$ cat src/rtl/muldiv_pkg.sv
// Shared encodings for the iterative RV32M multiply/divide unit.
package muldiv_pkg;

   localparam logic [2:0] F3_MUL    = 3'b000;
   localparam logic [2:0] F3_MULH   = 3'b001;
   localparam logic [2:0] F3_MULHSU = 3'b010;
   localparam logic [2:0] F3_MULHU  = 3'b011;
   localparam logic [2:0] F3_DIV    = 3'b100;
   localparam logic [2:0] F3_DIVU   = 3'b101;
   localparam logic [2:0] F3_REM    = 3'b110;
   localparam logic [2:0] F3_REMU   = 3'b111;

   typedef enum logic [1:0] {
      S_IDLE = 2'd0,
      S_CALC = 2'd1,
      S_SIGN = 2'd2,
      S_DONE = 2'd3
   } state_t;

endpackage

$ cat src/rtl/muldiv_step.sv
// One radix-2 iteration on unsigned magnitudes: shift-add multiply and
// restoring divide are both computed; the caller keeps the one it needs.
module muldiv_step
   import muldiv_pkg::*;
#(
   parameter int bits = 32
) (
   input  logic [2*bits-1:0] prod_in,
   input  logic [bits-1:0]   rem_in,
   input  logic [bits-1:0]   quo_in,
   input  logic [bits-1:0]   operand,
   output logic [2*bits-1:0] prod_out,
   output logic [bits-1:0]   rem_out,
   output logic [bits-1:0]   quo_out
);

   logic [bits:0] sum;
   logic [bits:0] shifted;
   logic [bits:0] diff;

   // Multiply: add multiplicand on LSB of the multiplier, then shift right.
   // Divide: shift in the next dividend bit and keep the difference if it is non-negative.
   always_comb begin
      sum      = {1'b0, prod_in[2*bits-1:bits]} + (prod_in[0] ? {1'b0, operand} : {(bits+1){1'b0}});
      prod_out = {sum, prod_in[bits-1:1]};
      shifted  = {rem_in, quo_in[bits-1]};
      diff     = shifted - {1'b0, operand};
      if (!diff[bits]) begin
         rem_out = diff[bits-1:0];
         quo_out = {quo_in[bits-2:0], 1'b1};
      end else begin
         rem_out = shifted[bits-1:0];
         quo_out = {quo_in[bits-2:0], 1'b0};
      end
   end

endmodule

$ cat src/rtl/muldiv_unit.sv
// Iterative RV32M multiply/divide unit beside the ALU.
//
// state  | meaning
// IDLE   | waiting for start; result held
// CALC   | one radix-2 step per clock, bits cycles
// SIGN   | apply sign correction, load result
// DONE   | done pulse for one cycle
module muldiv_unit
   import muldiv_pkg::*;
#(
   parameter int bits = 32
) (
   input  logic            clk,
   input  logic            async_reset,
   input  logic            start,
   input  logic [2:0]      funct3,
   input  logic [bits-1:0] rs1_val,
   input  logic [bits-1:0] rs2_val,
   input  logic            flush,
   output logic            busy,
   output logic            done,
   output logic [bits-1:0] result
);

   localparam int cnt_width = $clog2(bits) + 1;
   localparam logic [cnt_width-1:0] last_count = cnt_width'(bits - 1);
   localparam logic [bits-1:0] min_val = {1'b1, {(bits-1){1'b0}}};

   state_t state, state_nxt;
   logic                 accept;
   logic [2:0]           op;
   logic                 neg;
   logic [cnt_width-1:0] count;
   logic [2*bits-1:0]    prod, prod_step, prod_signed;
   logic [bits-1:0]      rem, quo, operand, rem_step, quo_step;
   logic [bits-1:0]      quo_signed, rem_signed, sel;
   logic                 sign_a, sign_b, div_zero, overflow, special;
   logic [bits-1:0]      abs_a, abs_b, special_val;

   muldiv_step #(.bits(bits)) u_step (
      .prod_in  (prod),
      .rem_in   (rem),
      .quo_in   (quo),
      .operand  (operand),
      .prod_out (prod_step),
      .rem_out  (rem_step),
      .quo_out  (quo_step)
   );

   // Operand decode at launch: sign flags, magnitudes and the early-out results.
   always_comb begin
      sign_a   = !(funct3 inside {F3_MULHU, F3_DIVU, F3_REMU}) && rs1_val[bits-1];
      sign_b   = (funct3 inside {F3_MUL, F3_MULH, F3_DIV, F3_REM}) && rs2_val[bits-1];
      abs_a    = sign_a ? -rs1_val : rs1_val;
      abs_b    = sign_b ? -rs2_val : rs2_val;
      div_zero = funct3[2] && (rs2_val == '0);
      overflow = funct3[2] && !funct3[0] && (rs1_val == min_val) && (rs2_val == '1);
      special  = div_zero || overflow;
      if (div_zero) special_val = funct3[1] ? rs1_val : '1;
      else          special_val = funct3[1] ? '0 : min_val;
   end

   // Sign correction and output selection for the SIGN cycle.
   always_comb begin
      prod_signed = neg ? -prod : prod;
      quo_signed  = neg ? -quo : quo;
      rem_signed  = neg ? -rem : rem;
      sel         = prod_signed[bits-1:0];
      case (op)
         F3_MULH, F3_MULHSU, F3_MULHU: sel = prod_signed[2*bits-1:bits];
         F3_DIV, F3_DIVU:              sel = quo_signed;
         F3_REM, F3_REMU:              sel = rem_signed;
         default:                      sel = prod_signed[bits-1:0];
      endcase
   end

   // Next-state logic; flush always wins over start and over progress.
   always_comb begin
      state_nxt = state;
      accept    = 1'b0;
      case (state)
         S_IDLE: begin
            if (start && !flush) begin
               accept    = 1'b1;
               state_nxt = special ? S_DONE : S_CALC;
            end
         end
         S_CALC: begin
            if (flush)                    state_nxt = S_IDLE;
            else if (count == last_count) state_nxt = S_SIGN;
         end
         S_SIGN:  state_nxt = flush ? S_IDLE : S_DONE;
         S_DONE:  state_nxt = S_IDLE;
         default: state_nxt = S_IDLE;
      endcase
   end

   // State register.
   always_ff @(posedge clk or posedge async_reset) begin
      if (async_reset) state <= S_IDLE;
      else             state <= state_nxt;
   end

   // Datapath: capture on launch, iterate in CALC, load result on SIGN or early-out.
   always_ff @(posedge clk or posedge async_reset) begin
      if (async_reset) begin
         op      <= '0;
         neg     <= 1'b0;
         count   <= '0;
         prod    <= '0;
         rem     <= '0;
         quo     <= '0;
         operand <= '0;
         result  <= '0;
      end else if (accept) begin
         op      <= funct3;
         neg     <= (funct3[2] && funct3[1]) ? sign_a : (sign_a ^ sign_b);
         count   <= '0;
         prod    <= {{bits{1'b0}}, abs_b};
         rem     <= '0;
         quo     <= abs_a;
         operand <= funct3[2] ? abs_b : abs_a;
         if (special) result <= special_val;
      end else if (state == S_CALC) begin
         prod  <= prod_step;
         rem   <= rem_step;
         quo   <= quo_step;
         count <= count + 1'b1;
      end else if (state == S_SIGN && !flush) begin
         result <= sel;
      end
   end

   assign busy = (state != S_IDLE);
   assign done = (state == S_DONE);

endmodule

$ cat config.mk
export PLATFORM = sky130hd
export DESIGN_NAME = muldiv_unit
export DESIGN_NICKNAME = d
export VERILOG_FILES = /design/src/rtl/muldiv_pkg.sv /design/src/rtl/muldiv_step.sv /design/src/rtl/muldiv_unit.sv
export SDC_FILE = /design/constraint.sdc
export NUM_CORES = 1
export LEC_CHECK = 0
export CORE_MARGIN = 4
export CORE_UTILIZATION = 41
export DETAILED_ROUTE_END_ITERATION = 8
export GPL_TIMING_DRIVEN = 0
export PLACE_DENSITY = 0.55
export SLEW_MARGIN = 20
export SYNTH_ARGS = -nofsm -noshare
export SYNTH_HDL_FRONTEND = slang
export SYNTH_SLANG_ARGS = --single-unit
$ cat constraint.sdc
create_clock -name clk -period 11.2 [get_ports clk]
set_input_delay 3.36 -clock clk [delete_from_list [all_inputs] [get_ports clk]]
set_output_delay 3.36 -clock clk [all_outputs]
set_load 0.02 [all_outputs]
### Selected gate families, run 1

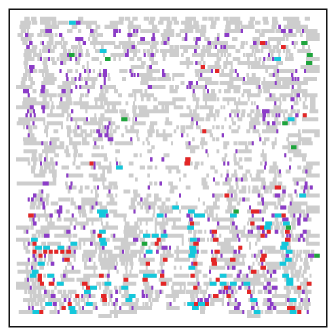
Green shows mux cells, cells 12. Red shows non-inverting ao/oa cells, cells 80. Cyan shows fa/ha/maj cells, cells 73. Purple shows nand cells, cells 433, where widely spread.

### Congestion heat map, run 1

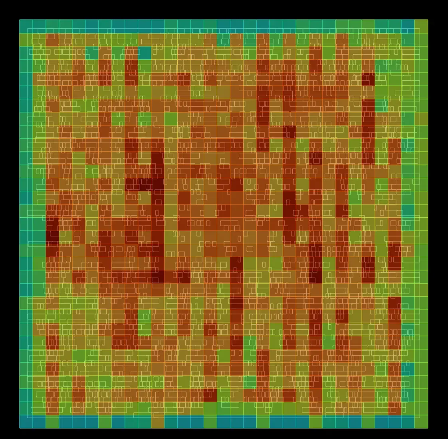
GR Layer Usage met2: 54.4%
GR Util met3: 7.96%
met1 usage: 53.2%
grt peak-use layer: met2
Tot GR Track Use: 36.5%

### The metal 2 layer, run 1

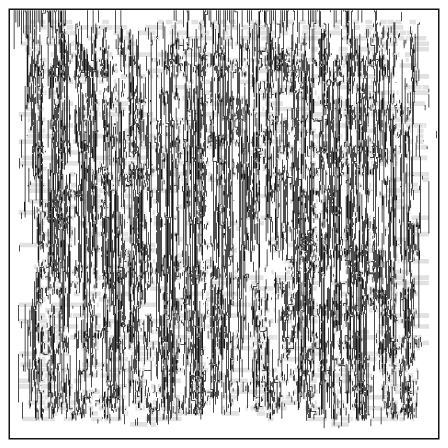
The wires run mostly vertical. The longest straight run is 95.0 µm. 2095 nets have wire on it. The layer carries 37.3 mm of wire.

==> flow_summary.yaml, run 1 <==
# generated from flow reports
worst_setup_path:
  slowest_delay_ns: 1.02
  cpLargestDelayFamily: "AND-OR/OR-AND gates"
  endpoint_kind: "flip-flop"
  r2r_setup_slack_ns: 6.68
  r2r-start: "prod[0]"
outcome:
  outcome: "finished clean"
finish:
  final_cells: 2944
  area_growth_pct: 14.9
synth:
  area_leaders: "dfrtp_1 (29%), o21ai_0 (6.6%), nand2_1 (6.5%)"
  synth_warnings: 0
global_routing:
  grt-ovfl-total: 0
  grt_max_degree: 74
final_timing:
  fin_skew_ns: 0.0207
  tightest_slew_ns: 1.10
routing:
  via_per_inst: 6.49
placement:
  io_buffers: 103
  place_inst: 2892
worst_hold_path:
  holdPathStages: 2
power:
  maxPowerGroup: "combinational cells"
  p_int_uw: 2270
clocking:
  htree_levels: 1
==> run 1: flip-flops by register name, summed over array words and instances (netlist names) <==
register	count
prod	64
operand	32
quo	32
rem	32
result	32
count	6
op	3
state	2
neg	1
==> run 1: per-layer routing <==
layer / routed length, µm / up-vias / global-route usage (%)
met4: 3120 / 4 / 11.0
met3: 9150 / 143 / 7.96
met1: 37800 / 9447 / 53.2
met5: 29 / - / 0
met2: 37300 / 1045 / 54.4
li1: - / 8480 / -
==> run 1: layout make-up <==
type                       instances  area [µm²]  share of cell area, %
timing repair buffer             105        1090                   5.43
clock inverter                    11        63.8                  0.319
inverter                          80         308                   1.54
tap                              539         674                   3.37
multi-input combinational       1829       11500                   57.4
antenna                            3        7.51                 0.0375
buffer                           135         519                   2.60
clock buffer                      38         757                   3.78
sequential                       204        5100                   25.5
### Metal 3, run 1

Bar = 50 µm.
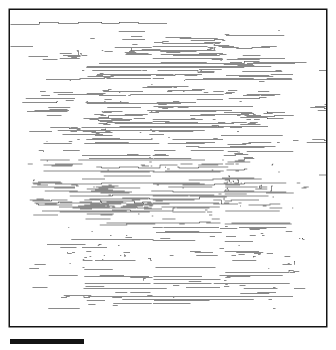

==> inputs of run 2 (changes only) <==
==> constraint.sdc (replaced) <==
create_clock -name clk -period 7.4 [get_ports clk]
set_input_delay 2.22 -clock clk [delete_from_list [all_inputs] [get_ports clk]]
set_output_delay 2.22 -clock clk [all_outputs]
set_load 0.02 [all_outputs]
### Metal 3, run 2

Bar = 50 µm.
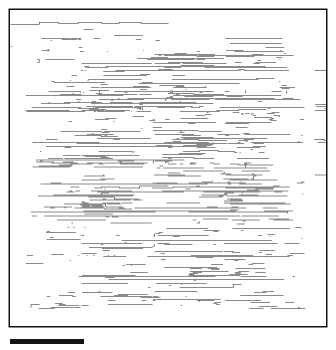
The wires run mostly horizontal. 378 nets have wire on it. The layer holds 10% of the routed length. The layer carries 8700 µm of wire.

### Congestion heat map, run 2

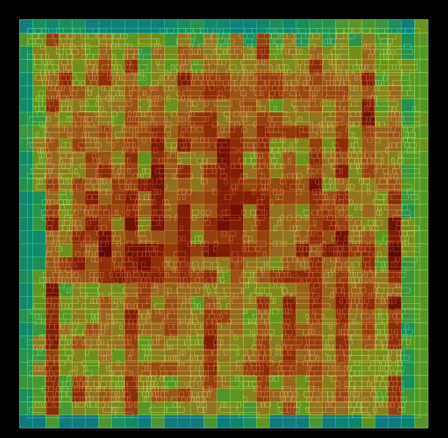
GR Util met3: 8.64%
GR Layer Usage met2: 52.5%
Tot GR Track Use: 36.2%

==> flow_summary.yaml, run 2 <==
# generated from flow reports
outcome:
  outcome: "finished clean"
placement:
  placed_cell_area_mm2: 0.0193
  io_buffers: 103
  place_inst: 2897
  hpwlAfterDp_um: 70100
synth:
  synth_top_cell_by_count: "nand2_1"
  area_leaders: "dfrtp_1 (29%), o21ai_0 (6.6%), nand2_1 (6.5%)"
  synth_warnings: 0
routing:
  via_per_inst: 6.49
  totalWireLength_um: 86100
  first_iter_violations: 2540
worst_hold_path:
  hold_path_class: "flip-flop to flip-flop"
  holdPathStages: 2
finish:
  area_growth_pct: 15.8
  largest_register_ffs: 64
  final_cells: 2947
  layout_top_cell: "nand2_1"
  n_fill_cell: 4284
  regMostFlops: "prod"
worst_setup_path:
  r2r-start: "rem[0]"
  slowest_delay_ns: 0.93
  r2r_setup_slack_ns: 2.96
  cpLargestDelayFamily: "AND-OR/OR-AND gates"
  endpoint_kind: "flip-flop"
global_routing:
  grt-ovfl-total: 0
  grt_pass1_vias: 17839
  grt_max_degree: 31
power:
  p_int_uw: 3530
  vdd_drop_max_mv: 0.174
  switching_share_pct: 50.5
  power_clock_uw: 1380
final_timing:
  fin_skew_ns: 0.0163
clocking:
  path_clk_slew_ns: 0.06
  htree_levels: 1
  postCtsHoldBufs: 0
==> run 2: area by class of cell <==
type	instances	area, µm²	share of cell area, %
well taps	539	674	3.34
repair buffers	110	1180	5.84
plain buffers	135	519	2.57
flip-flops and latches	204	5100	25.3
inverters	80	304	1.51
clock buffers	30	707	3.50
clock inverters	19	193	0.955
multi-input cells	1829	11500	57.0
diodes	1	2.50	0.0124
==> run 2: per-layer routing <==
| metal | vias to the layer above | global-route usage (%) | wire length (µm) |
|---|---|---|---|
| li1 | 8487 | - | - |
| met1 | 9457 | 52.0 | 37200 |
| met2 | 1009 | 52.5 | 36100 |
| met3 | 156 | 8.64 | 8700 |
| met4 | 6 | 13.6 | 3920 |
| met5 | - | 1.88 | 143 |
Power and IR drop assume default switching activity.
